**config.mk**
```make
export PLATFORM = sky130hd
export DESIGN_NAME = csr_encoder_flat
export DESIGN_NICKNAME = d
export VERILOG_FILES = /design/src/rtl/csr_encoder_if.sv /design/src/rtl/csr_encoder.sv /design/src/flat_wrapper.sv
export SDC_FILE = /design/constraint.sdc
export NUM_CORES = 1
export LEC_CHECK = 0
export ABC_AREA = 1
export ABC_CLOCK_PERIOD_IN_PS = 3120
export CAP_MARGIN = 5
export CORE_UTILIZATION = 45
export DETAILED_ROUTE_END_ITERATION = 6
export GPL_TIMING_DRIVEN = 0
export HOLD_SLACK_MARGIN = 0.08
export PLACE_DENSITY = 0.79
export SYNTH_ARGS = -nofsm -noshare
export SYNTH_HDL_FRONTEND = slang
export SYNTH_SLANG_ARGS = --single-unit
export TNS_END_PERCENT = 5
```
**constraint.sdc**
```tcl
create_clock -name clk -period 3.12 [get_ports clk]
set_input_delay 0.624 -clock clk [delete_from_list [all_inputs] [get_ports clk]]
set_output_delay 0.624 -clock clk [all_outputs]
set_load 0.01 [all_outputs]
```
**src/rtl/csr_encoder_if.sv**
```systemverilog
// csr_encoder_if: dense-element input stream and CSR RAM write bus of the CSR encoder
interface csr_encoder_if #(
  parameter int SP_AW  = 14,
  parameter int ROW_AW = 10
);
  logic              start;
  logic [31:0]       din;
  logic              din_valid;
  logic              din_ready;
  logic              sp_we;
  logic [SP_AW-1:0]  sp_addr;
  logic [31:0]       sp_data;
  logic [31:0]       col_data;
  logic              row_we;
  logic [ROW_AW-1:0] row_addr;
  logic [31:0]       row_data;
  logic [SP_AW:0]    nnz;
  logic              busy;
  logic              done;
  logic              ovf;
  modport master (
    output start, din, din_valid,
    input  din_ready, sp_we, sp_addr, sp_data, col_data, row_we, row_addr, row_data, nnz, busy, done, ovf
  );
  modport slave (
    input  start, din, din_valid,
    output din_ready, sp_we, sp_addr, sp_data, col_data, row_we, row_addr, row_data, nnz, busy, done, ovf
  );
endinterface

```
**src/rtl/csr_encoder.sv**
```systemverilog
// csr_encoder: turns a row-major dense matrix stream into CSR value/column/row-pointer RAM writes
module csr_encoder #(
  parameter int N_ROWS = 560,
  parameter int N_COLS = 560,
  parameter int SP_AW  = 14,
  parameter int ROW_AW = 10
) (
  input logic         clk,
  input logic         rst,
  csr_encoder_if.slave bus
);
  localparam int CW = N_COLS > 1 ? $clog2(N_COLS) : 1;
  typedef enum logic [1:0] {IDLE, START, RUN, DONE_S} state_t;
  state_t            state_q, state_d;
  logic [CW-1:0]     col_q, col_d;
  logic [ROW_AW-1:0] row_q, row_d;
  logic [SP_AW:0]    nnz_q, nnz_d;
  logic              ovf_q, ovf_d, done_q, done_d;
  logic              sp_we_q, sp_we_d;
  logic [SP_AW-1:0]  sp_addr_q, sp_addr_d;
  logic [31:0]       sp_data_q, sp_data_d, col_data_q, col_data_d;
  logic              row_we_q, row_we_d;
  logic [ROW_AW-1:0] row_addr_q, row_addr_d;
  logic [31:0]       row_data_q, row_data_d;
  logic              go, acc, nz, row_end, last;
  assign go      = bus.start && (state_q == IDLE || state_q == DONE_S);
  assign acc     = state_q == RUN && bus.din_valid;
  assign nz      = bus.din != '0;
  assign row_end = acc && col_q == CW'(N_COLS - 1);
  assign last    = row_end && row_q == ROW_AW'(N_ROWS - 1);
  always_ff @(posedge clk)
    if (!rst) state_q <= IDLE;
    else state_q <= state_d;
  always_comb
    state_d = go ? START : state_q == START ? RUN : last ? DONE_S : state_q == DONE_S ? IDLE : state_q;
  always_comb begin
    bus.din_ready = state_q == RUN;
    bus.busy      = state_q == START || state_q == RUN;
  end
  // nnz saturates at 2^SP_AW: its top bit marks the sparse RAMs as full
  always_comb begin
    sp_we_d    = acc && nz && !nnz_q[SP_AW];
    ovf_d      = !go && (ovf_q || (acc && nz && nnz_q[SP_AW]));
    nnz_d      = go ? '0 : nnz_q + {{SP_AW{1'b0}}, sp_we_d};
    sp_addr_d  = sp_we_d ? nnz_q[SP_AW-1:0] : sp_addr_q;
    sp_data_d  = sp_we_d ? bus.din : sp_data_q;
    col_data_d = sp_we_d ? 32'(col_q) : col_data_q;
    col_d      = go || row_end ? '0 : col_q + CW'(acc);
    row_d      = go ? '0 : row_q + ROW_AW'(row_end);
    row_we_d   = go || row_end;
    row_addr_d = go ? '0 : row_end ? row_q + ROW_AW'(1) : row_addr_q;
    row_data_d = go ? '0 : row_end ? 32'(nnz_d) : row_data_q;
    done_d     = !go && (done_q || state_q == DONE_S);
  end
  always_ff @(posedge clk)
    if (!rst) begin
      col_q      <= '0;
      row_q      <= '0;
      nnz_q      <= '0;
      ovf_q      <= 1'b0;
      done_q     <= 1'b0;
      sp_we_q    <= 1'b0;
      sp_addr_q  <= '0;
      sp_data_q  <= '0;
      col_data_q <= '0;
      row_we_q   <= 1'b0;
      row_addr_q <= '0;
      row_data_q <= '0;
    end else begin
      col_q      <= col_d;
      row_q      <= row_d;
      nnz_q      <= nnz_d;
      ovf_q      <= ovf_d;
      done_q     <= done_d;
      sp_we_q    <= sp_we_d;
      sp_addr_q  <= sp_addr_d;
      sp_data_q  <= sp_data_d;
      col_data_q <= col_data_d;
      row_we_q   <= row_we_d;
      row_addr_q <= row_addr_d;
      row_data_q <= row_data_d;
    end
  assign bus.sp_we    = sp_we_q;
  assign bus.sp_addr  = sp_addr_q;
  assign bus.sp_data  = sp_data_q;
  assign bus.col_data = col_data_q;
  assign bus.row_we   = row_we_q;
  assign bus.row_addr = row_addr_q;
  assign bus.row_data = row_data_q;
  assign bus.nnz      = nnz_q;
  assign bus.done     = done_q;
  assign bus.ovf      = ovf_q;
endmodule

```
**src/flat_wrapper.sv**
```systemverilog
// flat-port wrapper written by rule: the top's interface ports become plain ports
module csr_encoder_flat 
#(
  parameter int N_ROWS = 560,
  parameter int N_COLS = 560,
  parameter int SP_AW  = 14,
  parameter int ROW_AW = 10
)
  (clk, rst, bus_start, bus_din, bus_din_valid, bus_din_ready, bus_sp_we, bus_sp_addr, bus_sp_data, bus_col_data, bus_row_we, bus_row_addr, bus_row_data, bus_nnz, bus_busy, bus_done, bus_ovf);
  csr_encoder_if #(.SP_AW(SP_AW), .ROW_AW(ROW_AW)) bus_i ();
  input logic clk;
  input logic rst;
  input wire logic [$bits(bus_i.start)-1:0] bus_start;
  input wire logic [$bits(bus_i.din)-1:0] bus_din;
  input wire logic [$bits(bus_i.din_valid)-1:0] bus_din_valid;
  output wire logic [$bits(bus_i.din_ready)-1:0] bus_din_ready;
  output wire logic [$bits(bus_i.sp_we)-1:0] bus_sp_we;
  output wire logic [$bits(bus_i.sp_addr)-1:0] bus_sp_addr;
  output wire logic [$bits(bus_i.sp_data)-1:0] bus_sp_data;
  output wire logic [$bits(bus_i.col_data)-1:0] bus_col_data;
  output wire logic [$bits(bus_i.row_we)-1:0] bus_row_we;
  output wire logic [$bits(bus_i.row_addr)-1:0] bus_row_addr;
  output wire logic [$bits(bus_i.row_data)-1:0] bus_row_data;
  output wire logic [$bits(bus_i.nnz)-1:0] bus_nnz;
  output wire logic [$bits(bus_i.busy)-1:0] bus_busy;
  output wire logic [$bits(bus_i.done)-1:0] bus_done;
  output wire logic [$bits(bus_i.ovf)-1:0] bus_ovf;
  assign bus_i.start = bus_start;
  assign bus_i.din = bus_din;
  assign bus_i.din_valid = bus_din_valid;
  assign bus_din_ready = bus_i.din_ready;
  assign bus_sp_we = bus_i.sp_we;
  assign bus_sp_addr = bus_i.sp_addr;
  assign bus_sp_data = bus_i.sp_data;
  assign bus_col_data = bus_i.col_data;
  assign bus_row_we = bus_i.row_we;
  assign bus_row_addr = bus_i.row_addr;
  assign bus_row_data = bus_i.row_data;
  assign bus_nnz = bus_i.nnz;
  assign bus_busy = bus_i.busy;
  assign bus_done = bus_i.done;
  assign bus_ovf = bus_i.ovf;
  csr_encoder #(.N_ROWS(N_ROWS), .N_COLS(N_COLS), .SP_AW(SP_AW), .ROW_AW(ROW_AW)) u_core (.clk(clk), .rst(rst), .bus(bus_i));
endmodule
```
gates.png
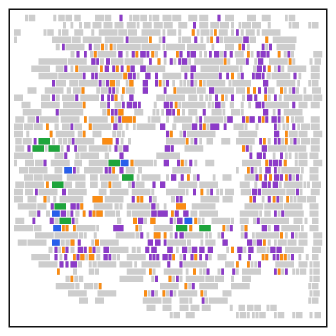
[nor cells] orange | cells: 128 | where: spread over the die
[nand cells] purple | cells: 292 | where: spread over the die
[xor and xnor cells] blue | cells: 6
[fa/ha/maj cells] green | cells: 10 | where: west
number of cells in the finished layout apart from fillers: 1281
multi-input gate share of the layout cell area: 0.300
leading cell type in the layout, fill and taps excluded: sky130_fd_sc_hd__nand2_1

sizing.png
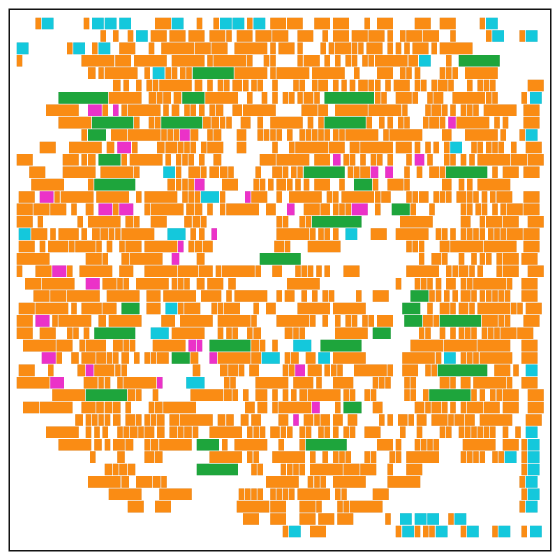
[x1 and smaller] orange | cells: 988 | share: 89%
[x6 and larger] green | cells: 34 | share: 3.1%
[x2] magenta | cells: 32 | share: 2.9%
[x3 and x4] cyan | cells: 51 | share: 4.6%
post-route standard cell area excluding fillers: 8490 um^2
Final Worst Setup Slack: 0.225 ns

==> run notes <==
Observations from the implementation run.

Synthesis:
- The run gives the average instance area after synthesis as just under 7 um^2.
- The run gives the post-synth area from yosys stat as between 6000 and 7000 um^2.
- The run puts the share of synthesized cell area in and-or and or-and compound cells at 0.0610.
- The run gives the register share after synthesis as 0.399.
- The run puts the async set-reset flop share out of synthesis at 0.
- The run puts the mapped cell area at around 6000 um^2.
- The run puts the arithmetic-cell share of the synthesized area counting full adders, half adders and majority gates at 0.0205.
- The run gives the fraction of post-synthesis cell area in the top cell type by area as 0.399.
- By area the synthesized netlist is led by sky130_fd_sc_hd__dfxtp_1 40%, sky130_fd_sc_hd__nand2_1 12%, sky130_fd_sc_hd__inv_1 11%.
- In this run, the synthesized area fraction spent on xor and xnor cells is recorded as 0.00859.
- The run gives the number of enable-type register cells in the synthesized netlist as 0.
- sky130_fd_sc_hd__dfxtp_1 takes more of the synthesized area than any other cell.
- The run gives the fraction of the mapped netlist area in simple logic gates as 0.302.
- Counting the warning lines in the Yosys log gives 0.

Placement:
- The run puts the number of instances in the placed design at approximately 1200.
- Summed over all nets, the half-perimeter wirelength after detailed placement is approximately 11000 um.

Floorplanning:
- The run puts the number of placement rows at about 42.
- The run puts the vertical die dimension at 119 um.
- The run puts the total number of tap cells at 176.
- The run puts the core region area at 13200 um^2.
- The run puts the core utilization before placement at 0.462.

Setup path:
- The setup check on the worst reg-to-reg path leaves a slack of between 0.4 and 0.5 ns.
- The run puts the largest driver fanout on the critical path at 10.
- The run gives the worst reg2reg path depth as 17.
- By startpoint and endpoint, the worst setup path is classified as in2reg.
- The run puts the worst stage delay on the critical path at approximately 0.52 ns.
- Per STA, the worst path is made up of clkdlybuf4s50_1 -> nor2_1 -> nand4_1 -> nor2_1 -> nand2_2 -> nand3_2 -> clkbuf_4 -> inv_1 -> ha_1 -> ha_1 -> nand4_1 -> nor2_4 -> nand2_1 -> o21ai_0 -> inv_1 -> nand3_1 -> nand2_1.

Timing:
- The run puts the final hold slack at 0.453 ns.
- After layout, the setup clock skew is reported as between 0.006 and 0.007 ns.
- The run puts the clock period minus final worst setup slack at 2.89 ns.
- Of the available clock period, the critical path in the final layout requires 0.928.
- The run puts the final-layout setup total negative slack at 0 ns.
- The run puts the hold violation count in the final report at 0.
- The run gives the tightest slew margin relative to the limit as 0.608.

Routing:
- The run gives the amount of wire on met3 after detailed routing as about 1000 um.
- In the log, the iteration count for the first detailed-route pass is 7.
- Routed signal wires occupy layers up through met4.
- Once detail routing completed, the nets flagged for antenna violations numbered 0.
- The run puts the total length of routed met2 wires at around 7500 um.
- The run puts the initial DRC count at 400.
- The routed design shows a via density per instance of approximately 4.5.

Final layout:
- The run puts the area growth from synthesis to layout at 38.9%.
- In the final layout, the share of cells above drive strength 1 is 0.106.
- The run puts the flip-flop count of the largest register, all copies and words added at 32.
- The run puts the portion of the layout cell area used by clock cells at 0.0750.
- The run gives the antenna diode count as 0.
- The layout report gives the register share of total cell area as 0.288.
- The final layout contains about 1100 nets.
- Per the area breakdown, the dominant cell category is combinational gates.
- The run gives the storage element area as around 2400 um^2.
- The run puts the layout buffering overhead excluding clock cells at 0.223.

Clock network:
- Looking at the post-CTS report, the setup buffer insertion count equals 0.
- The clock net in this run drives a total of 122 sinks.
- TritonCTS built the clock tree.
- The run gives the library cell used as clock root buffer as sky130_fd_sc_hd__clkbuf_16.
- Looking at the clock tree report, the maximum root-to-sink buffer count equals 2.

Min path:
- STA reports the tightest min-delay check as being of type reg2reg.
- The run puts the hold path depth at 2.

Run:
- The tool warning count for the run is 29.

Global route:
- The run gives the most heavily used metal layer in global routing as met2.
- The run gives the met1 track demand over resource as 0.274.
- The run gives the met2 layer usage reported by global route as 0.389.
- The run gives the total routing usage reported by global routing as 0.230.
- The run gives the met3 capacity usage during global routing as 0.0637.
- The run gives the total congestion overflow after global routing as 0.
- The run gives the first-pass GRT wire length as 25600 um.
- The run gives the number of antenna violations at the first check in global routing as 0.

Pwr:
- Per the power-grid run, VDD falls by no more than around 0.00036 V.
- The run puts the total design power at roughly 0.0042 W.
- Dividing total power by cell area gives a power density of ~490 nW/um^2.

Status:
- The flow ran to the end, and the final reports show no timing, DRC or antenna violations.
cell usage after synthesis, drive strengths merged (6+ instances only):
library cell / instances
clkinv: 20
buf: 64
ha: 10
inv: 180
clkbuf: 13
nand2: 205
dfxtp: 122
nor3: 6
nand4: 66
nand3: 20
a21oi: 23
nor2: 118
o21ai: 31
layout by cell type, fill, tap and decap left out, types with 20 or more instances in the layout:
master / netlist / final
sky130_fd_sc_hd__nand2_1: 201 / 201
sky130_fd_sc_hd__inv_1: 173 / 173
sky130_fd_sc_hd__clkdlybuf4s50_1: 0 / 137
sky130_fd_sc_hd__dfxtp_1: 122 / 122
sky130_fd_sc_hd__nor2_1: 112 / 112
sky130_fd_sc_hd__nand4_1: 66 / 66
sky130_fd_sc_hd__buf_4: 40 / 40
sky130_fd_sc_hd__conb_1: 1 / 39
sky130_fd_sc_hd__a21oi_1: 23 / 23
sky130_fd_sc_hd__o21ai_0: 20 / 20
sky130_fd_sc_hd__clkinv_1: 20 / 20
power breakdown:
| group | internal (W) | switching (W) | total (W) |
|---|---|---|---|
| Combinational | 0.000227 | 0.000245 | 0.000472 |
| Sequential | 0.00160 | 0.0000233 | 0.00162 |
| Clock | 0.00139 | 0.000713 | 0.00210 |
timing repair:
| item | in CTS | in global routing |
|---|---|---|
| hold buffers | 0 | 0 |
| setup endpoints to repair | 0 | 7 |
| gates resized | 0 | 2 |
path summary, 6_finish.rpt:
path | to | startpoint
hold reg to reg | u_core.bus.row_addr[3] | u_core.bus.row_addr[3]
hold / removal | u_core.bus.row_addr[3] | u_core.bus.row_addr[3]
setup / recovery | u_core.bus.row_data[10] | bus_din[25]
setup reg to reg | u_core.row_q[6] | u_core.state_q[0]
Power figures rest on the tool's default switching activity, not on a simulated workload.
